==> src/rtl/queue_seq_ctrl_pkg.sv <==
// Shared definitions for the queue sequencer slice: controller state
// encoding and default geometry of the serial word / byte queue.
`timescale 1ns/1ps
package t3_pkg;
  localparam int DATA_W      = 8;
  localparam int QUEUE_DEPTH = 8;

  typedef enum logic [2:0] {
    S_RECV,
    S_HOLD,
    S_ENQ,
    S_DEQ,
    S_DCAP
  } ctrl_state_t;
endpackage

==> src/rtl/queue_seq_ctrl_if.sv <==
// Bus between the sequencer, the deserializer and the byte queue.
//   des_data_i / des_valid_i : completed word from the deserializer
//   des_en_o                 : deserializer may shift in new bits
//   q_enq_o / q_wdata_o      : queue write strobe + data
//   q_deq_o / q_rdata_i      : queue read strobe, head data one cycle later
// master = sequencer side, slave = deserializer/queue side.
`timescale 1ns/1ps
interface queue_seq_ctrl_if #(
  parameter int DATA_W = t3_pkg::DATA_W
);
  logic [DATA_W-1:0] des_data_i;
  logic              des_valid_i;
  logic              des_en_o;
  logic              q_enq_o;
  logic [DATA_W-1:0] q_wdata_o;
  logic              q_deq_o;
  logic [DATA_W-1:0] q_rdata_i;

  modport master (
    input  des_data_i, des_valid_i, q_rdata_i,
    output des_en_o, q_enq_o, q_wdata_o, q_deq_o
  );
  modport slave (
    output des_data_i, des_valid_i, q_rdata_i,
    input  des_en_o, q_enq_o, q_wdata_o, q_deq_o
  );
endinterface

==> src/rtl/queue_seq_ctrl_edge_sync.sv <==
// Two-flop synchroniser followed by a rising-edge detector.
//   clk, rst  : clock, async active-high reset
//   i_async   : asynchronous level (button)
//   o_pulse   : one-cycle pulse per rising edge of i_async
// A rise first sampled at edge k makes o_pulse high between edges k+1
// and k+2, so the consuming logic acts on it at edge k+2.
`timescale 1ns/1ps
module edge_sync (
  input  logic clk,
  input  logic rst,
  input  logic i_async,
  output logic o_pulse
);
  logic r_s1, r_s2, r_s3;

  always_ff @(posedge clk or posedge rst) begin
    if (rst) begin
      r_s1 <= 1'b0;
      r_s2 <= 1'b0;
      r_s3 <= 1'b0;
    end else begin
      r_s1 <= i_async;
      r_s2 <= r_s1;
      r_s3 <= r_s2;
    end
  end

  assign o_pulse = r_s2 & ~r_s3;
endmodule

==> src/rtl/queue_seq_ctrl.sv <==
// Sequencer between the serial deserializer and the byte queue.
// Holds a completed word until an enqueue button press, turns button
// levels into single-cycle queue strobes and tracks queue occupancy.
//   clock_1MHz, rst : clock, async active-high reset
//   bus             : deserializer / queue bus (master side)
//   enqueue_in      : async button level, enqueue request
//   dequeue_in      : async button level, dequeue request
//   status_out      : high while waiting for a serial word
//   data_out        : last dequeued byte, held
//   len_out         : queue occupancy
//   err_o           : one-cycle pulse on an illegal or ignored request
`timescale 1ns/1ps
module queue_seq_ctrl #(
  parameter int DATA_W = 8,
  parameter int DEPTH  = t3_pkg::QUEUE_DEPTH,
  parameter int CNT_W  = $clog2(DEPTH + 1)
) (
  input  logic              clock_1MHz,
  input  logic              rst,
  queue_seq_ctrl_if.master  bus,
  input  logic              enqueue_in,
  input  logic              dequeue_in,
  output logic              status_out,
  output logic [DATA_W-1:0] data_out,
  output logic [CNT_W-1:0]  len_out,
  output logic              err_o
);
  import t3_pkg::*;

  localparam logic [CNT_W-1:0] L_DEPTH = CNT_W'(DEPTH);

  ctrl_state_t       r_state, r_ret, w_nstate, w_nret;
  logic [DATA_W-1:0] r_hold, w_nhold;
  logic              r_pend, w_npend;
  logic [CNT_W-1:0]  r_cnt, w_ncnt;
  logic [DATA_W-1:0] r_data, w_ndata;
  logic              r_status, r_enq, r_deq, r_err, w_nerr;
  logic [DATA_W-1:0] r_wdata;
  logic              w_enq_req, w_deq_req;

  edge_sync u_enq_sync (
    .clk(clock_1MHz), .rst(rst), .i_async(enqueue_in), .o_pulse(w_enq_req)
  );
  edge_sync u_deq_sync (
    .clk(clock_1MHz), .rst(rst), .i_async(dequeue_in), .o_pulse(w_deq_req)
  );

  always_ff @(posedge clock_1MHz or posedge rst) begin
    if (rst) begin
      r_state <= S_RECV;
      r_ret   <= S_RECV;
      r_hold  <= '0;
      r_pend  <= 1'b0;
      r_cnt   <= '0;
    end else begin
      r_state <= w_nstate;
      r_ret   <= w_nret;
      r_hold  <= w_nhold;
      r_pend  <= w_npend;
      r_cnt   <= w_ncnt;
    end
  end

  always_comb begin
    w_nstate = r_state;
    w_nret   = r_ret;
    w_nhold  = r_hold;
    w_npend  = r_pend;
    w_ncnt   = r_cnt;
    w_ndata  = r_data;
    w_nerr   = 1'b0;
    case (r_state)
      S_RECV: begin
        // nothing held yet, so an enqueue has nothing to write
        if (w_enq_req) w_nerr = 1'b1;
        if (bus.des_valid_i) begin
          w_nhold  = bus.des_data_i;
          w_nstate = S_HOLD;
        end
        if (w_deq_req) begin
          if (r_cnt != '0) begin
            // a word landing in the same cycle is kept: come back to HOLD
            w_nret   = bus.des_valid_i ? S_HOLD : S_RECV;
            w_nstate = S_DEQ;
          end else begin
            w_nerr = 1'b1;
          end
        end
      end
      S_HOLD: begin
        if (bus.des_valid_i) w_nerr = 1'b1;
        if (w_deq_req && r_cnt != '0) begin
          // dequeue wins; a simultaneous enqueue waits in pend
          w_nret   = S_HOLD;
          w_nstate = S_DEQ;
          if (w_enq_req) w_npend = 1'b1;
        end else begin
          if (w_deq_req) w_nerr = 1'b1;
          if (w_enq_req || r_pend) begin
            w_npend = 1'b0;
            if (r_cnt < L_DEPTH) w_nstate = S_ENQ;
            else                 w_nerr   = 1'b1;
          end
        end
      end
      S_ENQ: begin
        if (r_cnt < L_DEPTH) w_ncnt = r_cnt + CNT_W'(1);
        w_nstate = S_RECV;
        // the word is leaving, so no request can be kept here
        if (w_enq_req || w_deq_req || bus.des_valid_i) w_nerr = 1'b1;
      end
      S_DEQ, S_DCAP: begin
        if (r_state == S_DEQ) begin
          if (r_cnt != '0) w_ncnt = r_cnt - CNT_W'(1);
          w_nstate = S_DCAP;
        end else begin
          w_ndata  = bus.q_rdata_i;
          w_nstate = r_ret;
        end
        if (w_enq_req) begin
          if (r_ret == S_HOLD) w_npend = 1'b1;
          else                 w_nerr  = 1'b1;
        end
        if (w_deq_req || bus.des_valid_i) w_nerr = 1'b1;
      end
      default: w_nstate = S_RECV;
    endcase
  end

  // outputs are registered from the next state so they line up with it
  always_ff @(posedge clock_1MHz or posedge rst) begin
    if (rst) begin
      r_status <= 1'b0;
      r_enq    <= 1'b0;
      r_wdata  <= '0;
      r_deq    <= 1'b0;
      r_data   <= '0;
      r_err    <= 1'b0;
    end else begin
      r_status <= (w_nstate == S_RECV);
      r_enq    <= (w_nstate == S_ENQ);
      r_wdata  <= (w_nstate == S_ENQ) ? w_nhold : '0;
      r_deq    <= (w_nstate == S_DEQ);
      r_data   <= w_ndata;
      r_err    <= w_nerr;
    end
  end

  assign status_out    = r_status;
  assign bus.des_en_o  = r_status;
  assign bus.q_enq_o   = r_enq;
  assign bus.q_wdata_o = r_wdata;
  assign bus.q_deq_o   = r_deq;
  assign data_out      = r_data;
  assign len_out       = r_cnt;
  assign err_o         = r_err;
endmodule

==> src/flat_wrapper.sv <==
// flat-port wrapper written by rule: the top's interface ports become plain ports
module queue_seq_ctrl_flat import t3_pkg::*;
#(
  parameter int DATA_W = 8,
  parameter int DEPTH  = t3_pkg::QUEUE_DEPTH,
  parameter int CNT_W  = $clog2(DEPTH + 1)
)
  (clock_1MHz, rst, enqueue_in, dequeue_in, status_out, data_out, len_out, err_o, bus_des_data_i, bus_des_valid_i, bus_q_rdata_i, bus_des_en_o, bus_q_enq_o, bus_q_wdata_o, bus_q_deq_o);
  queue_seq_ctrl_if #(.DATA_W(DATA_W)) bus_i ();
  input  logic clock_1MHz;
  input  logic rst;
  input  logic enqueue_in;
  input  logic dequeue_in;
  output logic status_out;
  output logic [DATA_W-1:0] data_out;
  output logic [CNT_W-1:0] len_out;
  output logic err_o;
  input wire logic [$bits(bus_i.des_data_i)-1:0] bus_des_data_i;
  input wire logic [$bits(bus_i.des_valid_i)-1:0] bus_des_valid_i;
  input wire logic [$bits(bus_i.q_rdata_i)-1:0] bus_q_rdata_i;
  output wire logic [$bits(bus_i.des_en_o)-1:0] bus_des_en_o;
  output wire logic [$bits(bus_i.q_enq_o)-1:0] bus_q_enq_o;
  output wire logic [$bits(bus_i.q_wdata_o)-1:0] bus_q_wdata_o;
  output wire logic [$bits(bus_i.q_deq_o)-1:0] bus_q_deq_o;
  assign bus_i.des_data_i = bus_des_data_i;
  assign bus_i.des_valid_i = bus_des_valid_i;
  assign bus_i.q_rdata_i = bus_q_rdata_i;
  assign bus_des_en_o = bus_i.des_en_o;
  assign bus_q_enq_o = bus_i.q_enq_o;
  assign bus_q_wdata_o = bus_i.q_wdata_o;
  assign bus_q_deq_o = bus_i.q_deq_o;
  queue_seq_ctrl #(.DATA_W(DATA_W), .DEPTH(DEPTH), .CNT_W(CNT_W)) u_core (.clock_1MHz(clock_1MHz), .rst(rst), .bus(bus_i), .enqueue_in(enqueue_in), .dequeue_in(dequeue_in), .status_out(status_out), .data_out(data_out), .len_out(len_out), .err_o(err_o));
endmodule
==> config.mk <==
export PLATFORM = sky130hd
export DESIGN_NAME = queue_seq_ctrl_flat
export DESIGN_NICKNAME = d
export VERILOG_FILES = /design/src/rtl/queue_seq_ctrl_pkg.sv /design/src/rtl/queue_seq_ctrl_if.sv /design/src/rtl/queue_seq_ctrl_edge_sync.sv /design/src/rtl/queue_seq_ctrl.sv /design/src/flat_wrapper.sv
export SDC_FILE = /design/constraint.sdc
export NUM_CORES = 1
export LEC_CHECK = 0
export CAP_MARGIN = 0
export CORE_UTILIZATION = 24
export DETAILED_ROUTE_END_ITERATION = 8
export DONT_BUFFER_PORTS = 1
export HOLD_SLACK_MARGIN = 0.15
export PLACE_DENSITY_LB_ADDON = 0.05
export SLEW_MARGIN = 30
export SYNTH_ARGS = -nofsm -noshare
export SYNTH_HDL_FRONTEND = slang
export SYNTH_SLANG_ARGS = --single-unit
==> constraint.sdc <==
create_clock -name clock_1MHz -period 3 [get_ports clock_1MHz]
set_input_delay 0.6 -clock clock_1MHz [delete_from_list [all_inputs] [get_ports clock_1MHz]]
set_output_delay 0.6 -clock clock_1MHz [all_outputs]
set_load 0.02 [all_outputs]
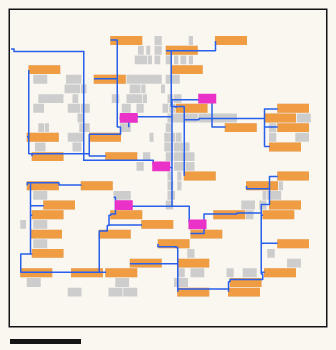
**Above:** run 1 (routed clock nets over the placement).
Bar = 20 um.
[clock drivers] magenta | count: 5
[clock wires] blue | length: 608 um
[flip-flops] orange | count: 43
routed clock nets	6
flops lie	widely spread
Clk power: 0.486 mW
skew final: 7.65 ps
clock share of power: 21.1%

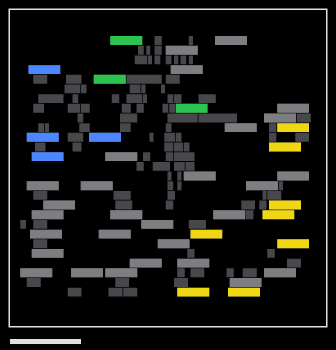
**Above:** run 1 (sequential cells grouped by signal name).
Bar = 20 um.
signal	color	sequential cells
u_core.r_state	green	3
u_core.len_out	blue	4
u_core.bus.q_wdata_o	yellow	8

==> results.py, run 1 <==
# Auto-generated metrics
metrics = {
    "yosys": {
        "netlist-cell-type-count": 37,
        "ys_sh_aoi_pct": 9.41,
        "ys_cells": 135,
        "synth.area.top_cells": "dfrtp_1 (59%), mux2_2 (11%), and3_1 (3.1%)",
        "async_reset_ff_share_pct": 100,
        "ys_sh_simple_pct": 13.0,
        "netlist_area_mm2": 0.00181,
    },
    "finish": {
        "drive_above_1_share_pct": 25.0,
        "ff_count": 43,
        "comb_share_pct": 32.9,
        "clock_area_share_pct": 5.98,
        "areaGrowthSynthToFinish_pct": 12.1,
    },
    "grt": {
        "use_met3_pct": 4.20,
        "grt_pass1_vias": 1156,
    },
    "floorplanning": {
        "fp.dieW_um": 88.8,
        "fp_util_pct": 24.9,
    },
    "cts": {
        "cts_tree": "done",
        "h-tree-depth": 2,
        "numCtsBuffers": 5,
    },
    "power_and_ir_drop": {
        "power_frac_comb_pct": 29.1,
        "p_seq_share_pct": 49.8,
    },
    "setup_path": {
        "worstSetupPathType": "flip-flop to flip-flop",
        "rrSetupSlack_ps": 730,
    },
    "timing": {
        "relSlewSlack_pct": 48.4,
        "fmax_ghz": 0.440,
    },
    "placed_design": {
        "gp_congestion": 0.751,
        "dp.cells": 231,
    },
    "drt": {
        "drc_errors": 0,
        "post_drt_wl_per_cell_um": 14.8,
        "ant_nets": 0,
        "dr_wl_met3_um": 254,
        "vias_per_cell": 4.37,
    },
    "run_status": {
        "outcome": "complete, no violations",
    },
}
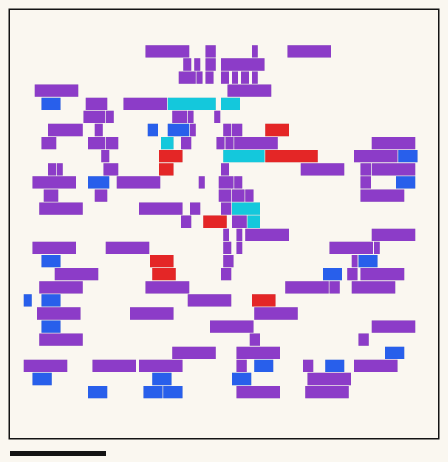
**Above:** run 1 (drive-strength map).
Bar = 20 um.
size	color	cells
_6 and larger	red	8
_2 cells	blue	21
_0 and _1 cells	purple	105
_3 and _4 cells	cyan	6

==> run 1 -> run 2 <==
==> constraint.sdc (replaced) <==
create_clock -name clock_1MHz -period 2.3 [get_ports clock_1MHz]
set_input_delay 0.46 -clock clock_1MHz [delete_from_list [all_inputs] [get_ports clock_1MHz]]
set_output_delay 0.46 -clock clock_1MHz [all_outputs]
set_load 0.02 [all_outputs]
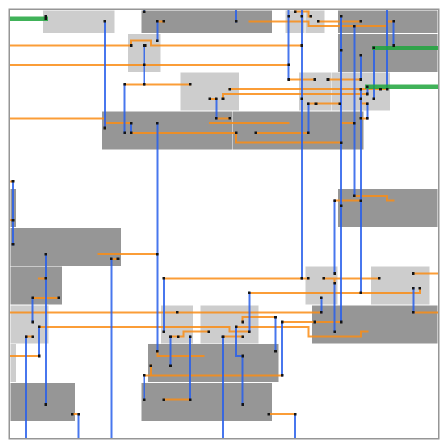
**Above:** run 2 (a small window of the routed layout).
Window x 52 to 82, y 7 to 37 um. Cells in gray, sequential cells in the stronger gray; small squares are vias.
layer	color
metal 1	orange
metal 3	green
metal 2	blue
most frequent	dfrtp_1 (10), mux2_2 (5), and3_1 (4)
cells with their middle in the window	22
netlist names of flops here include	u_core.bus.q_wdata_o (5), u_core.r_hold (4)
sequential cells in the window	10

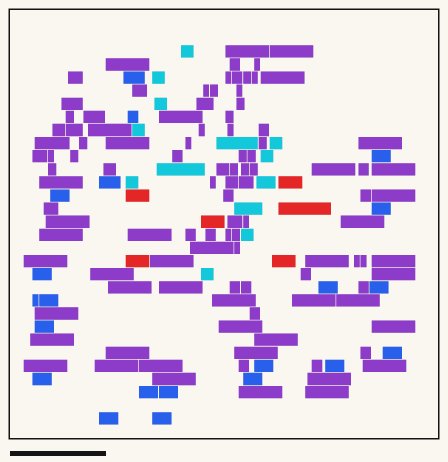
**Above:** run 2 (drive-strength map).
Bar = 20 um.
size	color	cells
_6 and larger	red	6
_3 and _4 cells	cyan	13
_2 cells	blue	21
_0 and _1 cells	purple	105

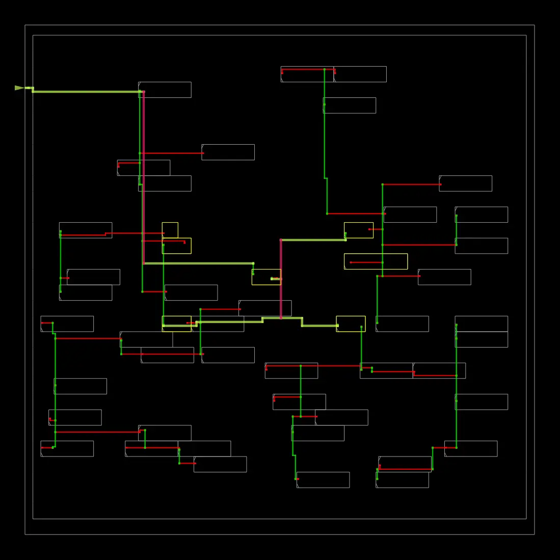
**Above:** run 2 (clock nets).
Clock Sink Count: 43
Worst-Skew Late Latency: 290 ps
Num CTS Buffers: 5

==> results.py, run 2 <==
# Auto-generated metrics
metrics = {
    "run_status": {
        "outcome": "complete, no violations",
    },
    "setup_path": {
        "worstSetupPathType": "flip-flop to flip-flop",
        "rrSetupSlack_ps": 210,
    },
    "placed_design": {
        "gp_congestion": 0.754,
        "dp.cells": 237,
    },
    "timing": {
        "relSlewSlack_pct": 57.1,
    },
    "yosys": {
        "ys_cells": 135,
        "synth.area.top_cells": "dfrtp_1 (59%), mux2_2 (11%), and3_1 (3.1%)",
        "ys_sh_aoi_pct": 9.41,
        "netlist_area_mm2": 0.00181,
    },
    "power_and_ir_drop": {
        "clkPwrFrac_pct": 19.0,
        "powerClk_mw": 0.572,
    },
    "grt": {
        "use_met3_pct": 4.76,
    },
    "cts": {
        "h-tree-depth": 2,
    },
    "floorplanning": {
        "fp.dieW_um": 88.8,
    },
    "finish": {
        "clock_area_share_pct": 5.17,
        "areaGrowthSynthToFinish_pct": 13.7,
    },
    "drt": {
        "post_drt_wl_per_cell_um": 14.9,
        "drc_errors": 0,
        "dr_wl_met3_um": 299,
    },
}
Power and IR drop assume default switching activity.
